## src/rtl/vga_scan_ctrl_if.sv

```systemverilog
// Game-update handshake between the scan controller (master) and the game-state logic (slave).
interface vga_scan_ctrl_if;
    logic upd_req;
    logic upd_ack;
    logic upd_window;
    logic overrun;
    logic ovr_clr;

    modport master (
        output upd_req,
        output upd_window,
        output overrun,
        input  upd_ack,
        input  ovr_clr
    );

    modport slave (
        input  upd_req,
        input  upd_window,
        input  overrun,
        output upd_ack,
        output ovr_clr
    );
endinterface

```

## src/rtl/vga_scan_ctrl.sv

```systemverilog
// VGA scan timing: pixel-enable divider, h/v scan counters and once-per-frame update handshake.
// Optional macro VGA_FRAME_CNT_EN adds a 16-bit free-running frame counter output.
module vga_scan_ctrl #(
    parameter int unsigned DIV     = 4,
    parameter int unsigned H_TOTAL = 800,
    parameter int unsigned V_TOTAL = 525,
    parameter int unsigned VD      = 480
) (
    input  logic              i_clk,
    input  logic              i_rst_n,
    input  logic              i_en,
    output logic [9:0]        o_h_count,
    output logic [9:0]        o_v_count,
    output logic              o_pix_tick,
    output logic              o_line_end,
    output logic              o_frame_start,
`ifdef VGA_FRAME_CNT_EN
    output logic [15:0]       o_frame_cnt,
`endif
    vga_scan_ctrl_if.master   upd
);
    localparam int unsigned CNT_W = 10;
    localparam int unsigned DIV_W = $clog2(DIV);

    typedef enum logic [1:0] {S_IDLE, S_REQ, S_DONE} state_e;

    logic [DIV_W-1:0] div_q, div_d;
    logic [CNT_W-1:0] h_q, h_d, v_q, v_d;
    state_e           state_q, state_d;
    logic             upd_req_q, upd_req_d;
    logic             overrun_q, overrun_d;
    logic             frame_start_q;
    logic             tick, h_last, v_last, wrap, win_open, set_ovr;

    assign tick     = i_en && (div_q == DIV_W'(DIV - 1));
    assign h_last   = (h_q == CNT_W'(H_TOTAL - 1));
    assign v_last   = (v_q == CNT_W'(V_TOTAL - 1));
    assign wrap     = tick && h_last && v_last;
    assign win_open = tick && h_last && (v_q == CNT_W'(VD - 1));

    // Divider and scan counters
    always_comb begin
        div_d = div_q;
        h_d   = h_q;
        v_d   = v_q;
        if (i_en) begin
            div_d = tick ? '0 : div_q + DIV_W'(1);
        end
        if (tick) begin
            if (h_last) begin
                h_d = '0;
                v_d = v_last ? '0 : v_q + CNT_W'(1);
            end else begin
                h_d = h_q + CNT_W'(1);
            end
        end
    end

    // Update FSM; an ack coinciding with the wrap returns straight to IDLE so the next frame still requests
    always_comb begin
        state_d   = state_q;
        set_ovr   = 1'b0;
        unique case (state_q)
            S_IDLE: if (win_open) state_d = S_REQ;
            S_REQ: begin
                if (upd.upd_ack) begin
                    state_d = wrap ? S_IDLE : S_DONE;
                end else if (wrap) begin
                    state_d = S_IDLE;
                    set_ovr = 1'b1;
                end
            end
            S_DONE: if (wrap) state_d = S_IDLE;
            default: state_d = S_IDLE;
        endcase
        upd_req_d = (state_d == S_REQ);
        overrun_d = set_ovr ? 1'b1 : (upd.ovr_clr ? 1'b0 : overrun_q);
    end

    always_ff @(posedge i_clk or negedge i_rst_n) begin
        if (!i_rst_n) begin
            div_q         <= '0;
            h_q           <= '0;
            v_q           <= '0;
            state_q       <= S_IDLE;
            upd_req_q     <= 1'b0;
            overrun_q     <= 1'b0;
            frame_start_q <= 1'b0;
        end else begin
            div_q         <= div_d;
            h_q           <= h_d;
            v_q           <= v_d;
            state_q       <= state_d;
            upd_req_q     <= upd_req_d;
            overrun_q     <= overrun_d;
            frame_start_q <= wrap;
        end
    end

`ifdef VGA_FRAME_CNT_EN
    logic [15:0] frame_cnt_q;

    always_ff @(posedge i_clk or negedge i_rst_n) begin
        if (!i_rst_n) begin
            frame_cnt_q <= '0;
        end else if (wrap) begin
            frame_cnt_q <= frame_cnt_q + 16'd1;
        end
    end

    assign o_frame_cnt = frame_cnt_q;
`endif

    assign o_h_count      = h_q;
    assign o_v_count      = v_q;
    assign o_pix_tick     = tick;
    assign o_line_end     = tick && h_last;
    assign o_frame_start  = frame_start_q;
    assign upd.upd_req    = upd_req_q;
    assign upd.upd_window = (v_q >= CNT_W'(VD));
    assign upd.overrun    = overrun_q;
endmodule
```

## src/flat_wrapper.sv

```systemverilog
// flat-port wrapper written by rule: the top's interface ports become plain ports
module vga_scan_ctrl_flat 
#(
    parameter int unsigned DIV     = 4,
    parameter int unsigned H_TOTAL = 800,
    parameter int unsigned V_TOTAL = 525,
    parameter int unsigned VD      = 480
)
  (i_clk, i_rst_n, i_en, o_h_count, o_v_count, o_pix_tick, o_line_end, o_frame_start, upd_upd_req, upd_upd_window, upd_overrun, upd_upd_ack, upd_ovr_clr);
  vga_scan_ctrl_if upd_i ();
  input  logic i_clk;
  input  logic i_rst_n;
  input  logic i_en;
  output logic [9:0] o_h_count;
  output logic [9:0] o_v_count;
  output logic o_pix_tick;
  output logic o_line_end;
  output logic o_frame_start;
  output wire logic [$bits(upd_i.upd_req)-1:0] upd_upd_req;
  output wire logic [$bits(upd_i.upd_window)-1:0] upd_upd_window;
  output wire logic [$bits(upd_i.overrun)-1:0] upd_overrun;
  input wire logic [$bits(upd_i.upd_ack)-1:0] upd_upd_ack;
  input wire logic [$bits(upd_i.ovr_clr)-1:0] upd_ovr_clr;
  assign upd_upd_req = upd_i.upd_req;
  assign upd_upd_window = upd_i.upd_window;
  assign upd_overrun = upd_i.overrun;
  assign upd_i.upd_ack = upd_upd_ack;
  assign upd_i.ovr_clr = upd_ovr_clr;
  vga_scan_ctrl #(.DIV(DIV), .H_TOTAL(H_TOTAL), .V_TOTAL(V_TOTAL), .VD(VD)) u_core (.i_clk(i_clk), .i_rst_n(i_rst_n), .i_en(i_en), .o_h_count(o_h_count), .o_v_count(o_v_count), .o_pix_tick(o_pix_tick), .o_line_end(o_line_end), .o_frame_start(o_frame_start), .upd(upd_i));
endmodule
```

## config.mk

```make
export PLATFORM = sky130hd
export DESIGN_NAME = vga_scan_ctrl_flat
export DESIGN_NICKNAME = d
export VERILOG_FILES = /design/src/rtl/vga_scan_ctrl_if.sv /design/src/rtl/vga_scan_ctrl.sv /design/src/flat_wrapper.sv
export SDC_FILE = /design/constraint.sdc
export NUM_CORES = 1
export LEC_CHECK = 0
export CORE_MARGIN = 5
export CORE_UTILIZATION = 49
export DETAILED_ROUTE_END_ITERATION = 16
export PLACE_DENSITY = 0.83
export SYNTH_ARGS = -nofsm -noshare
export SYNTH_HDL_FRONTEND = slang
export SYNTH_SLANG_ARGS = --single-unit
export TNS_END_PERCENT = 30
```

## constraint.sdc

```tcl
create_clock -name i_clk -period 2.18 [get_ports i_clk]
set_input_delay 0.654 -clock i_clk [delete_from_list [all_inputs] [get_ports i_clk]]
set_output_delay 0.654 -clock i_clk [all_outputs]
set_load 0.02 [all_outputs]
```

==> run notes, run 1 <==
flow finished, numbers: pwr/cell area=644 nW/um^2, Cell Type Count=28, Filler Cell Count=205, clock skew=3.96 ps, startpoint types=flip-flop, largest area contributor in the netlist=dfrtp_1, clock-pin transition on the worst setup and hold timing paths=140 ps, RSZ-0062 raised after global routing=true, tool warnings=28, top-count cell post-synth=dfrtp_1, via/cell ratio=5.57, yosys adder share=0.0375, register area share after synthesis=0.507, final setup TNS=0 ps, Gate power share=0.317, Slew Limit Fails=0, RD Place Congestion=0.823, Port-buffer cells=30, Post-synth top cells=dfrtp_1, nand2_1, nand3_1, o21ai_0, Final Critical Period=2150 ps, Late-Pin Clk Latency=320 ps, Synth Instances=124, Critical Path Fanout Max=3, asr flop ratio synth=1.00, post-layout period usage=0.987, synthesis warning total=0, Total Power=1180 uW, Ant. Diodes=0, DRT Pass-1 Iters=4, status=completed, FF/Latch Area=677 um^2, Overflow after GRT=0, Final WS setup=29.3 ps, fmax=0.465 GHz, flop2flop setup slack=460 ps, Simple-Gate Area Share=0.250, mean area per synthesized cell=10.8 um^2, Post-Syn Nets=133, Initial DRC Count=40, # Cells Yosys=124, Post-Synth AOI/OAI Area=0.0985, XOR/XNOR Area Share=0.0657, Chip Area, Yosys=1330 um^2, core area=2690 um^2, Worst Setup SP=u_core.o_h_count[7], number of setup buffers added after CTS=0, vias in the first global route=1,138, Slew HR=0.744, max_cap viols=0, pre-CTS setup slack=-562 ps, Mux area share=0.0253, pin count of the biggest net entering global routing=28, number of synthesized flops with an enable pin=0, layout cells sized above 1=0.205, Pre-Place Util=0.497, Multi-input gate area=638 um^2, Critical Path AT=1500 ps, critical path class=flip-flop to output pin, Synth top area share=0.507, hold_sp=u_core.upd.overrun, final design utilization=0.684, Core Rows=19, clock share of power=0.183, dpl hpwl=2360 um, I/O pin total=31, Clock Tree Buf Depth=2, synthesized cell area=1330 um^2, Cell area leaders=dfrtp_1, xnor2_1, ha_1, Net Sw Frac=0.308, Num Clock Sinks=27, WP data required=1530 ps, die footprint=3870 um^2, hold buffers post-CTS=0, Seq cells post-synth=27, nets=186, TritonCTS buffer count=3, RR Startpoint=u_core.o_h_count[1], CTS tree=done, Hold Slack=527 ps, Post-DRT Antenna Nets=0, Peak VDD IR=0.723 mV, initial antenna violation count=0, final setup vio count=0, switching component of the power=364 uW, sequential power share=0.501, Internal Power=819 uW, P_leak=0.000912 uW
==> run 1: registers in the layout, summed over array words and instances (netlist names) <==
register	cells
u_core.div_q	2
u_core.o_frame_start	1
u_core.o_h_count	10
u_core.o_v_count	10
u_core.upd.overrun	1
u_core.upd.upd_req	1
u_core.state_q	2
==> run 1: per-stage QoR <==
stage / cells / area [um^2]
after CTS: 207 / 1830
final: 207 / 1840
after global routing: 207 / 1840
after detailed placement: 203 / 1810
after global placement: 203 / 1810
after floorplan: 124 / 1330
==> run 1: worst paths after layout <==
check,endpoint,cells past startpoint
worst max-delay path,o_line_end,4
worst min-delay path,u_core.upd.overrun,2
max in group asynchronous,u_core.o_v_count[5],2
min in group asynchronous,u_core.o_h_count[9],2
worst min register to register,u_core.upd.overrun,2
worst max register to register,u_core.upd.upd_req,8
==> run 1: cell families (layout without fill, tap and decap cells) <==
logic type               after synthesis  count (layout)
AND-OR/OR-AND                         19              19
flip-flops                            27              27
multiplexers                           3               3
buffers and inverters                  6              58
adder cells (fa/ha/maj)                4               4
XOR/XNOR                              10              10
AND/OR/NAND/NOR                       55              55
==> run 1: final cells by class <==
cell class	instances	share of cell area
clock buffers	4	0.0143
inverters	6	0.0123
flip-flops and latches	27	0.369
well taps	31	0.0211
repair buffers	48	0.236
multi-input cells	91	0.347
==> run 1: power by group through the flow <==
| stage | Clock, uW | Sequential [uW] | Combinational (uW) |
|---|---|---|---|
| finish | 216 | 592 | 375 |
| detailed placement | 0 | 604 | 384 |
| floorplan | 0 | 656 | 118 |
| global route | 242 | 600 | 411 |
| CTS | 220 | 594 | 382 |
| global placement | 0 | 597 | 368 |
==> run 1: worst max-delay path, cell delays in order, from the launching register on <==
cell and delay, ps:
dfrtp_1 450, nor4b_4 370, nand4_4 150, inv_2 90
buf_6 110
==> run 1: per-layer routing <==
metal	routed length [um]	GRT usage	vias to the layer above
li1	-	-	558
met1	1310	0.194	558
met2	1540	0.262	29
met3	135	0.0450	7
met4	46	0.0542	0
met5	0	0	-
==> run 1: layout by cell type (no fill, tap or decap) <==
master,count
a21o_1,1
a21oi_1,3
a21oi_2,1
a22o_1,3
and2_1,3
and3_1,7
and4_1,2
buf_2,1
buf_4,18
buf_6,1
clkbuf_1,1
clkbuf_4,3
clkdlybuf4s15_1,1
clkdlybuf4s50_1,23
dfrtp_1,26
dfrtp_2,1
dlygate4sd2_1,2
dlymetal6s2s_1,2
ha_1,4
inv_1,3
inv_2,3
mux2_2,3
nand2_1,10
nand2_2,1
nand2b_1,1
nand3_1,8
nand4_1,7
nand4_4,1
nor2_1,7
nor2b_1,2
nor4_1,1
nor4_2,1
nor4b_4,1
o21ai_0,8
o41ai_1,2
o41ai_2,1
or3_1,3
xnor2_1,7
xor2_1,3
==> run 1: timing repair <==
action | CTS | global route
resized | 14 | 4
setup endpoints to repair | 4 | 5
pin swaps | 0 | 1
### A small window of the routed layout, run 1

The bar under the picture is 5 um long. Region (21, 34) to (41, 54) um. Cells in gray, sequential cells in the stronger gray; small squares are vias.
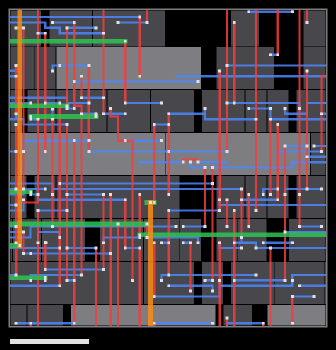
met2: marked red. met1: marked blue. met4: marked orange. met3: marked green.
Sequential cells in the window: 4. 41 logic cells have their middle in the window. Most frequent: buf_4 (9), nand2_1 (6), dfrtp_1 (4). Netlist names of flops here include `u_core.o_h_count` (3), `u_core.o_v_count` (1).

### Routed metal per tile, run 1

The die is cut into 12 by 12 equal tiles; white is low, dark blue is high, scaled to the fullest tile. Values are wire area over tile area, all layers added.
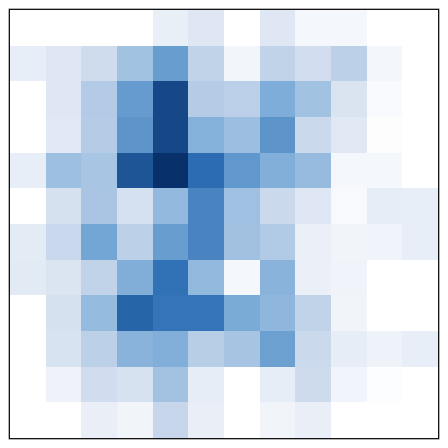
The fullest tile reaches 0.53. The densest ninth of the die: middle. 22% of the tiles are nearly empty. The mean over all tiles is 0.12. 13% of the tiles are over half the peak.
Post-Route WL: 3030 um
GRT Resource Usage Total: 0.158
via count: 1,152
DR WL/cell: 14.7 um

### Pin map, run 1

The bar under the picture is 20 um long. Pins as bars across the die edge, other pins in gray.
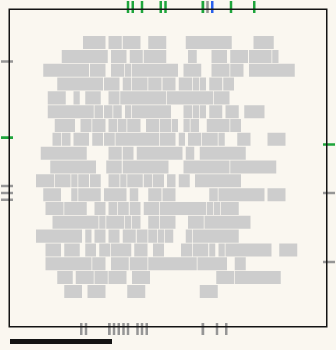
`o_h_count`: marked green, pins 10, direction output, edge 8 top, 1 right, 1 left. `i_en`: marked blue, pins 1, direction input, edge top.
Die Width: 62.2 um
Die Ht: 62.2 um

==> run 2, diff against run 1 <==
--- a/config.mk
+++ b/config.mk
@@ -8,7 +8,9 @@
 export CORE_MARGIN = 5
 export CORE_UTILIZATION = 49
 export DETAILED_ROUTE_END_ITERATION = 16
+export GPL_TIMING_DRIVEN = 0
 export PLACE_DENSITY = 0.83
+export SETUP_SLACK_MARGIN = 0.15
 export SYNTH_ARGS = -nofsm -noshare
 export SYNTH_HDL_FRONTEND = slang
 export SYNTH_SLANG_ARGS = --single-unit
### A small window of the routed layout, run 2

The bar under the picture is 5 um long. Region (21, 34) to (41, 54) um. Cells in gray, sequential cells in the stronger gray; small squares are vias.
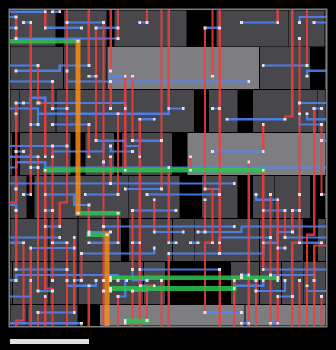
met1: marked blue. met3: marked green. met2: marked red. met4: marked orange.
Most frequent: nand2_1 (4), nand3_1 (4), buf_4 (4). Sequential cells in the window: 4. 43 logic cells have their middle in the window. Netlist names of flops here include `u_core.o_h_count` (3), `u_core.div_q` (1).

### Routed metal per tile, run 2

The die is cut into 12 by 12 equal tiles; white is low, dark blue is high, scaled to the fullest tile. Values are wire area over tile area, all layers added.
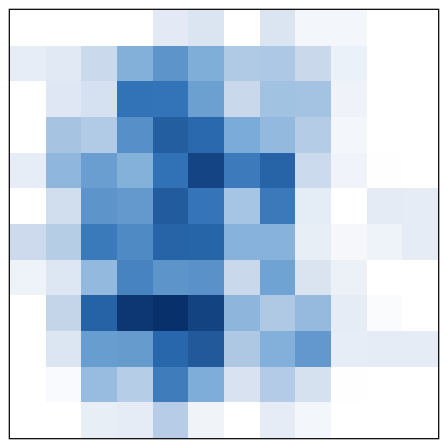
24% of the tiles are nearly empty. The densest ninth of the die: middle. 24% of the tiles are over half the peak. The fullest tile reaches 0.48. The mean over all tiles is 0.14.

==> run 2 against run 1 <==
  * Sequential power grew 3%
  * Non-clock buffer count shrank 4
  * Via count grew 3.0%
  * Synthesized cell count is the same
  * Cell area grew 1.1%
  * Maximum frequency shrank 1.2%
  * Die area is the same
  * Clock-buffer cell count is the same
  * Worst hold slack lost 220 ps
  * Routed wire length grew 12%
  * Cell count shrank 1.9%
  * First-iteration DRC count grew 38%
  * Largest power group unchanged
==> run notes, run 2 <==
flow finished, numbers: status=completed, Port-buffer cells=30, RSZ-0062 raised after global routing=true, Slew HR=0.601, Chip Area, Yosys=1330 um^2, Core Rows=19, Post-DRT Antenna Nets=0, Post-Syn Nets=133, Design Area, Final=1860 um^2, placed cell count=185, Peak VDD IR=0.538 mV, core area=2690 um^2, pin count of the biggest net entering global routing=28, Placed Area=1670 um^2, Non-Filler Instances=203, Post-synth top cells=dfrtp_1, nand2_1, nand3_1, o21ai_0, via count=1,186, Initial DRC Count=55, Num Clock Sinks=27, Clock Tree Buf Depth=2, DR WL/cell=16.8 um, hold buffers post-CTS=0, register area share after synthesis=0.507, pwr/cell area=629 nW/um^2, Overflow after GRT=0, synthesized cell area=1330 um^2, layout cells sized above 1=0.244, Ant. Diodes=0, Seq cells post-synth=27, post-layout period usage=0.999, Final Critical Period=2180 ps, Synth Instances=124, max_cap viols=0, sequential power share=0.522, # Cells Yosys=124, Filler Cell Count=204, Multi-input gate area=653 um^2, dpl hpwl=2230 um, clock skew=4.28 ps, WP data required=1530 ps, RD Place Congestion=0.803, nets=182, Cell Type Count=28, Synth top area share=0.507, fmax=0.459 GHz, tool warnings=29, pre-CTS setup slack=-953 ps, RR Endpoint=u_core.o_v_count[0], synthesis warning total=0, top-count cell post-synth=dfrtp_1, Gate power share=0.288, vias in the first global route=1,231, RR Startpoint=u_core.o_v_count[0], I/O pin total=31, GRT Resource Usage Total=0.175, Post-Route WL=3410 um, startpoint types=flip-flop, Critical Path Fanout Max=2, DRT Pass-1 Iters=4, FF/Latch Area=682 um^2, largest area contributor in the netlist=dfrtp_1, critical path class=flip-flop to output pin, worst r2r path cells=6, Die Width=62.2 um, number of synthesized flops with an enable pin=0, asr flop ratio synth=1.00, Hold Slack=305 ps, P_leak=0.00113 uW, TritonCTS buffer count=3, clock-pin transition on the worst setup and hold timing paths=140 ps, Internal Power=794 uW, via/cell ratio=5.84
### Pin map, run 2

The bar under the picture is 20 um long. Pins as bars across the die edge, other pins in gray.
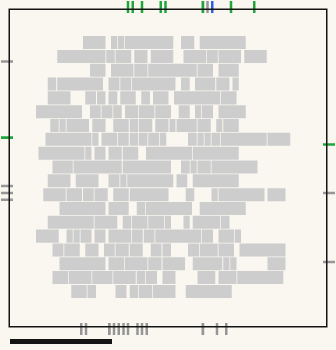
`o_h_count`: marked green, pins 10, direction output, edge 8 top, 1 right, 1 left. `i_en`: marked blue, pins 1, direction input, edge top.
All pins by edge: 13 bottom, 10 top, 5 left, 3 right.

## run 2: cell counts after synthesis
No cell type changed its count.
## run 2: cells by family after synthesis
kind of cell | Yosys count | synth area share
simple gates | 55 | 0.250
flops | 27 | 0.507
compound gates | 19 | 0.0985
xor+xnor | 10 | 0.0657
buf+inv | 6 | 0.0169
fa+ha+maj | 4 | 0.0375
mux | 3 | 0.0253
## run 2: power groups by stage
stage | logic, uW | registers (uW) | clock network [uW]
floorplan | 118 | 656 | 0
detailed placement | 287 | 629 | 0
global route | 379 | 620 | 249
global placement | 273 | 622 | 0
finish | 336 | 610 | 222
CTS | 341 | 608 | 226
## run 2: worst max path at each step
stage | startpoint | end | slack (ps)
4_1_cts | u_core.o_h_count[7] | o_line_end | 10
6_report | u_core.o_h_count[6] | o_line_end | 3
3_5_place_dp | i_en | o_line_end | -950
5_1_grt | u_core.o_h_count[0] | o_line_end | -40
2_1_floorplan | u_core.o_h_count[0] | o_line_end | 250
3_3_place_gp | i_en | o_line_end | -940
## run 2: per-layer routing
metal  part of all wire  vias up  track usage
li1                   -      550            -
met1               0.39      599        0.216
met2               0.55       31        0.308
met3              0.041        6       0.0306
met4              0.017        0       0.0542
met5                  0        -            0
## run 2: layout make-up
cell class	count	share of cell area
multi-input combinational	91	0.352
timing repair buffer	44	0.231
clock buffer	4	0.0142
inverter	6	0.0148
tap	31	0.0209
sequential	27	0.367
## run 2: critical path, stage by stage, from the launching register on
cell	delay (ps)
dfrtp_2	460
nor4b_4	370
nand4_4	160
inv_4	100
buf_6	110
## run 2: through the flow
step | total power [uW] | setup TNS [ps]
after global routing | 1250 | -41.7
after floorplan | 774 | 0
final | 1170 | 0
after CTS | 1180 | 0
after detailed placement | 915 | -2690
after global placement | 895 | -2290
## run 2: timing repair
action / 4_1_cts / 5_1_grt
gates resized: 26 / 22
setup buffers: 13 / 1
pin swaps: 2 / 1
setup endpoints to repair: 22 / 19
==> run 3, diff against run 2 <==
--- a/config.mk
+++ b/config.mk
@@ -6,10 +6,10 @@
 export NUM_CORES = 1
 export LEC_CHECK = 0
 export CORE_MARGIN = 5
-export CORE_UTILIZATION = 49
+export CORE_UTILIZATION = 52
 export DETAILED_ROUTE_END_ITERATION = 16
 export GPL_TIMING_DRIVEN = 0
-export PLACE_DENSITY = 0.83
+export PLACE_DENSITY = 0.87
 export SETUP_SLACK_MARGIN = 0.15
 export SYNTH_ARGS = -nofsm -noshare
 export SYNTH_HDL_FRONTEND = slang
==> constraint.sdc (replaced) <==
create_clock -name i_clk -period 2.58 [get_ports i_clk]
set_input_delay 0.774 -clock i_clk [delete_from_list [all_inputs] [get_ports i_clk]]
set_output_delay 0.774 -clock i_clk [all_outputs]
set_load 0.02 [all_outputs]
### Routed metal per tile, run 3

The die is cut into 12 by 12 equal tiles; white is low, dark blue is high, scaled to the fullest tile. Values are wire area over tile area, all layers added.
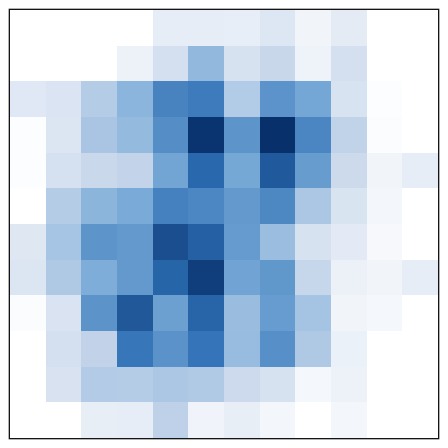
The emptiest ninth of the die: bottom right. 26% of the tiles are over half the peak. The densest ninth of the die: middle. The mean over all tiles is 0.14. The fullest tile reaches 0.49. 23% of the tiles are nearly empty.

### Pin map, run 3

The bar under the picture is 20 um long. Pins as bars across the die edge, other pins in gray.
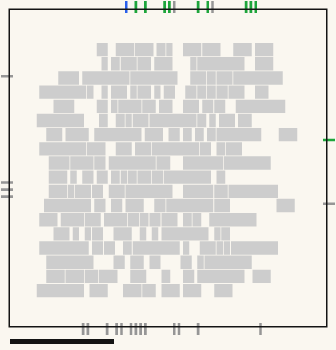
`o_h_count`: marked green, pins 10, direction output, edge 9 top, 1 right. `i_en`: marked blue, pins 1, direction input, edge top.
All pins by edge: 13 bottom, 12 top, 4 left, 2 right.

==> run 3 against run 2 <==
  * Global-route usage increased by 1.4 points
  * Die area decreased by 4.8%
  * Clock skew increased by 5.7 ps
  * Largest cell class unchanged
  * Critical endpoint unchanged
  * Highest routed layer unchanged
==> run notes, run 3 <==
flow finished, numbers: Late-Pin Clk Latency=330 ps, critical path class=flip-flop to output pin, Num Clock Sinks=27, Post-synth top cells=dfrtp_1, nand2_1, nand3_1, o21ai_0, WP data required=1810 ps, Slew Limit Fails=0, slowest CP cell=dfrtp_1, Net Sw Frac=0.317, CTS tree=done, Post-Route WL=3220 um, startpoint types=flip-flop, Die Ht=60.6 um, Ant. Diodes=0, largest area contributor in the netlist=dfrtp_1, DR WL/cell=16.5 um, Cell area leaders=dfrtp_1, xnor2_1, ha_1, Filler Cell Count=186, Internal Power=662 uW, Seq cells post-synth=27, TritonCTS buffer count=3, highest metal used=met4, Slew HR=0.209, top-count cell post-synth=dfrtp_1, vias in the first global route=1,112, Overflow after GRT=0, RSZ-0062 raised after global routing=false, wire length on met1=1240 um, status=completed, Die Width=60.6 um, dpl hpwl=2210 um, placed cell count=184, clock-pin transition on the worst setup and hold timing paths=150 ps, Hold Slack=537 ps, pin count of the biggest net entering global routing=28, XOR/XNOR Area Share=0.0657, GRT Resource Usage Total=0.190, RD Place Congestion=0.819, Critical Path Fanout Max=5, Mux area share=0.0253, hold depth=2, Synth Instances=124, clock share of power=0.192, max_cap viols=0, via count=1,140, Placed Area=1670 um^2, Post-DRT Antenna Nets=0, Pre-Place Util=0.543, Final Critical Period=2350 ps, synthesized cell area=1330 um^2, core area=2450 um^2, yosys adder share=0.0375, Initial DRC Count=19
### Selected gate families, run 3

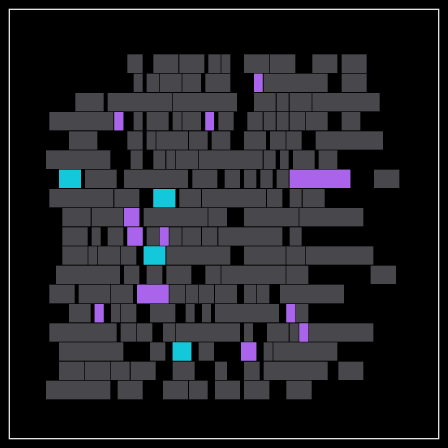
AND-OR and OR-AND gates: marked cyan, cells 4, most used a22o_1. NOR gates: marked purple, cells 12, most used nor2_1.
Non-Filler Instances: 195
combinational fraction of the cell area: 0.365
most frequent logic cell in the layout: clkdlybuf4s50_1

==> run 3: cell counts after synthesis <==
Identical to the previous run, type by type.
==> run 3: final cells by class <==
cell class,count,area (um^2),share of cell area
Tap cell,30,37.5,0.0214
Clock buffer,4,26.3,0.0150
Multi-Input combinational cell,91,639,0.365
Inverter,6,27.5,0.0157
Timing Repair Buffer,37,340,0.194
Sequential cell,27,681,0.389
==> run 3: worst paths after layout <==
kind | from | end | slack, ps
max in group asynchronous | i_rst_n | u_core.o_h_count[4] | 740
hold / removal | u_core.upd.overrun | u_core.upd.overrun | 540
min in group asynchronous | i_rst_n | u_core.o_v_count[0] | 1050
setup reg to reg | u_core.o_h_count[0] | u_core.upd.upd_req | 750
hold reg to reg | u_core.upd.overrun | u_core.upd.overrun | 540
setup / recovery | u_core.o_h_count[0] | o_line_end | 230
==> run 3: logic make-up after synthesis <==
group                      Yosys count
and+or+nand+nor                     55
muxes                                3
adders and majority gates            4
xor gates and xnor gates            10
DFF                                 27
buffers and inverters                6
AOI/OAI and AO/OA                   19
==> run 3: power by group through the flow <==
stage          registers [uW]  clock network, uW  logic [uW]
2_1_floorplan             554                  0        99.5
3_3_place_gp              523                  0         231
3_5_place_dp              528                  0         241
4_1_cts                   520                191         243
5_1_grt                   530                213         289
6_report                  520                186         264
==> run 3: through the flow <==
| stage | worst slack (ps) | power, uW | TNS (ps) | util |
|---|---|---|---|---|
| 2_1_floorplan | 437 | 654 | 0 | - |
| 3_3_place_gp | -766 | 754 | -1180 | 0.681 |
| 3_5_place_dp | -804 | 770 | -1240 | 0.681 |
| 4_1_cts | 91.1 | 954 | 0 | 0.704 |
| 5_1_grt | 141 | 1030 | 0 | 0.714 |
| 6_report | 234 | 970 | 0 | 0.714 |
==> run 3: critical path: cells and delay by family, from the launching register on <==
family | cells | cell delay [ps]
buf+inv | 2 | 230
fa+ha+maj | 1 | 190
simple gates | 2 | 390
flops | 1 | 430
==> run 3: repair_timing <==
action                     in CTS  in global routing
gates resized                  12                  5
setup buffers                   3                  4
pin swaps                       0                  1
hold endpoints to repair        0                  0
setup endpoints to repair       3                  2
cloned                          0                  0
hold buffers                    0                  0
==> run 3: layer usage <==
layer / GRT usage / up-vias
met5: 0 / -
met4: 0.0929 / 0
met3: 0.0255 / 11
met2: 0.337 / 28
met1: 0.224 / 568
li1: - / 533

==> screenshots <==
Clock wiring as the flow saved it.
Plate I
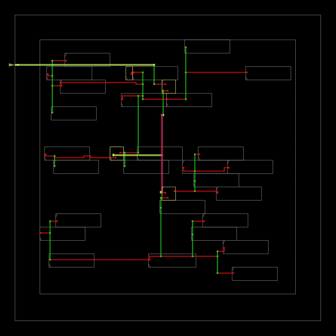
Plate II
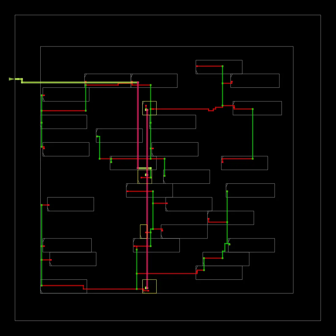
Plate I -> run 1
Plate II -> run 3

Power figures rest on the tool's default switching activity, not on a simulated workload.
